==> config.mk <==
export PLATFORM = sky130hd
export DESIGN_NAME = video_mode_switch_ctrl
export DESIGN_NICKNAME = d
export VERILOG_FILES = /design/src/rtl/video_timing_pkg.sv /design/src/rtl/video_mode_switch_ctrl_vs_edge_det.sv /design/src/rtl/video_mode_switch_ctrl.sv
export SDC_FILE = /design/constraint.sdc
export NUM_CORES = 1
export LEC_CHECK = 0
export ABC_AREA = 1
export CORE_MARGIN = 4
export CORE_UTILIZATION = 25
export DETAILED_ROUTE_END_ITERATION = 6
export PLACE_DENSITY = 0.47
export SLEW_MARGIN = 20
export SYNTH_ARGS = -nofsm -noshare
export SYNTH_HDL_FRONTEND = slang
export SYNTH_SLANG_ARGS = --single-unit
==> constraint.sdc <==
create_clock -name pclk -period 1.55 [get_ports pclk]
set_input_delay 0.31 -clock pclk [delete_from_list [all_inputs] [get_ports pclk]]
set_output_delay 0.31 -clock pclk [all_outputs]
set_load 0.02 [all_outputs]
Fig. 1: metal 1
Bar = 20 um. Cells faint in the background.
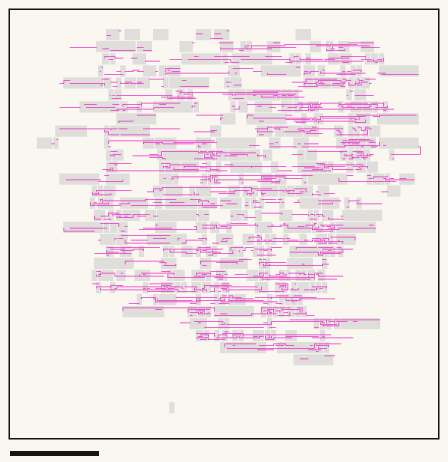
main direction	horizontal
longest straight run	27.1 um
share of all routed wire	48%
met1 GRT Util: 0.152
vias: 2043
DRT Wirelength: 5370 um

Fig. 2: signal wires on met2
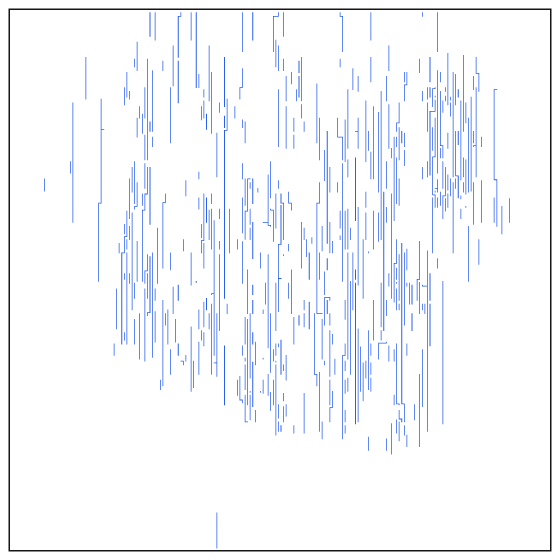
share of all routed wire	47%
nets with wire on the layer	282
wire length on this layer	2550 um
longest straight run	32.3 um
main direction	vertical
M2 GR Usage: 0.194

Fig. 3: the metal 3 layer
Bar = 20 um.
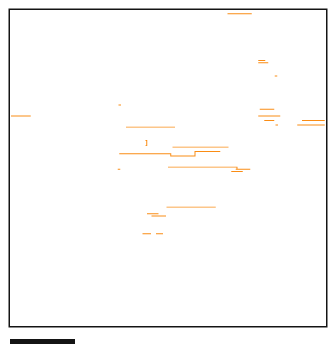
wire length on this layer	168 um
main direction	horizontal
longest straight run	20.9 um
M3 GR Usage: 0.0245

Fig. 4: clock routing
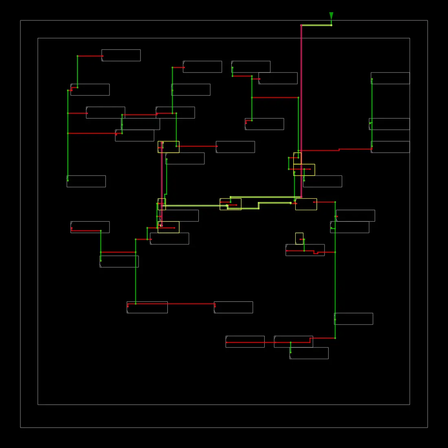
CTS Sinks: 31
Flops: 31
clk latency late pin: 0.28 ns
total CTS buffers: 5

==> run summary <==
Status: completed
Synthesized area: 1970 um2
Die width: 96.7 um
Die Height: 96.7 um
Syn avg cell area: 6.78 um2
Root buf cell: clkbuf_8
DRC viols: 0
Max-slew violations: 0
Cell Type Count: 34
Number of post-CTS setup repair buffers: 3
RSZ-0062 raised after global routing: true
Largest net degree at the start of global routing: 32
Gr ovfl total: 0
Die Area: 9350 um2
Most numerous logic cells after layout: nand2_1, buf_4, nor2_1
# port buffers: 15
Number of max-cap violations: 0
CP arrival: 1.71 ns
Core footprint: 7690 um2
CP Max Fanout: 6
Setup TNS: 0 ns
Pre-CTS setup slack: -0.313 ns
First-pass detailed-route iteration total: 5
Type of the worst setup path: reg -> reg
DRT antenna net count: 0
Worst setup margin: 0.0123 ns
Initial antenna violation count: 0
Fmax: 650 MHz
Routed WL per cell: 11.6 um
Area growth from synthesis to layout: 48.6%
R2r setup slk: 0.01 ns
Synth Flop Type: dfrtp_1
Synth Instances: 290
Clock-pin transition on the worst setup and hold timing paths: 0.07 ns
Fraction of registers with async set or reset after synthesis: 1.00
Most common logic cell in the routed design: nand2_1
Leak: 0.00142 uW
Init Core Util: 0.256
Min Tclk post-route: 1.54 ns
Synth Seq Share: 0.394
Final-report setup violation count: 0
Yosys top cell by area: dfrtp_1
Yosys chip area: 1970 um2
Cell area leaders: dfrtp_1, nand2_1, nor2_1
Vias in the first global route: 2022
# rows: 32
WP data required: 1.73 ns
Final Wtd Congestion: 0.832
Hold WC Path Type: in -> async
Floorplan net count: 299
GR Util All Layers: 0.118
Htree depth: 2
Yosys stat cell total: 290
Crit start category: flop
P per Cell Area: 911 nW/um2
Nets: 367
Post-synth EDFFs: 0
Worst Reg-to-Reg Cells: 9
Post-DP HPWL: 3770 um
Initial DRC count: 121
Clk buf depth: 2
Vias/cell: 4.43
N_diodes: 0
Max FFs per register: 16
Yosys reg bits: 31
Tool warnings: 28
Final clock skew: 0.00416 ns
Max-area cell share: 0.394
Busiest grt layer: met2
TritonCTS clock tree: done
Post-CTS resize count: 37
Hold Buf Count CTS: 0
Hold Fails Final Rpt: 0
Crit. End Element: flop
Final period utilization: 0.992
Share of cells above drive strength 1: 0.298
Worst IR Drop VDD: 437 uV
Global-route wire length before repair: 9250 um
Num ports: 17
Yosys warning count: 0
[synth_stat cells, types with 2 or more instances]
master / n
o21ai_0: 9
nor3b_1: 2
xnor2_1: 4
nand2_1: 101
nand4_1: 7
inv_2: 2
nand3_1: 25
dfrtp_1: 31
nor2_1: 46
xor2_1: 5
buf_2: 2
a21oi_1: 8
inv_1: 27
[per-stage QoR]
step	instances	power, uW	instance area, um2	utilization	hold slack (ns)
floorplan	290	1500	1970	-	0.341
global placement	447	1890	2580	0.336	0.459
detailed placement	447	1900	2580	0.336	0.465
CTS	459	2640	2820	0.367	0.367
global route	461	2840	2920	0.380	0.376
finish	461	2660	2920	0.380	0.357
[cell families after synthesis]
| logic type | share of synthesized area |
|---|---|
| flip-flops | 0.394 |
| XOR/XNOR | 0.0401 |
| adder cells (fa/ha/maj) | 0.00636 |
| AND-OR/OR-AND | 0.0617 |
| AND/OR/NAND/NOR | 0.419 |
| buffers and inverters | 0.0770 |
| other | 0.00191 |
[report_power, final]
part           internal [uW]  switching (uW)
combinational            420             652
clock                    307             325
sequential               882            75.3
[final cells by class]
| type | count | area, um2 |
|---|---|---|
| Fill cell | 834 | 4760 |
| Clock buffer | 5 | 68.8 |
| Sequential cell | 31 | 778 |
| Multi-Input combinational cell | 223 | 1240 |
| Tap cell | 102 | 128 |
| Timing Repair Buffer | 67 | 576 |
| Clock inverter | 3 | 15.0 |
| Inverter | 30 | 118 |
[critical path, stage by stage (launching register included)]
cell and delay [ns]:
dfrtp_1 0.36, ha_2 0.20, nand2_2 0.08, nor2_4 0.12, nand3_4 0.10, nor2_4 0.12, nand3_4 0.14, buf_12 0.17
nand3b_1 0.07, nand2_1 0.05
[per-layer routing]
layer	vias to the layer above	wire, um
li1	1045	-
met1	951	2580
met2	40	2550
met3	7	167
met4	0	75
met5	-	0
No activity file was given, so power comes from the tool's default toggle rates.
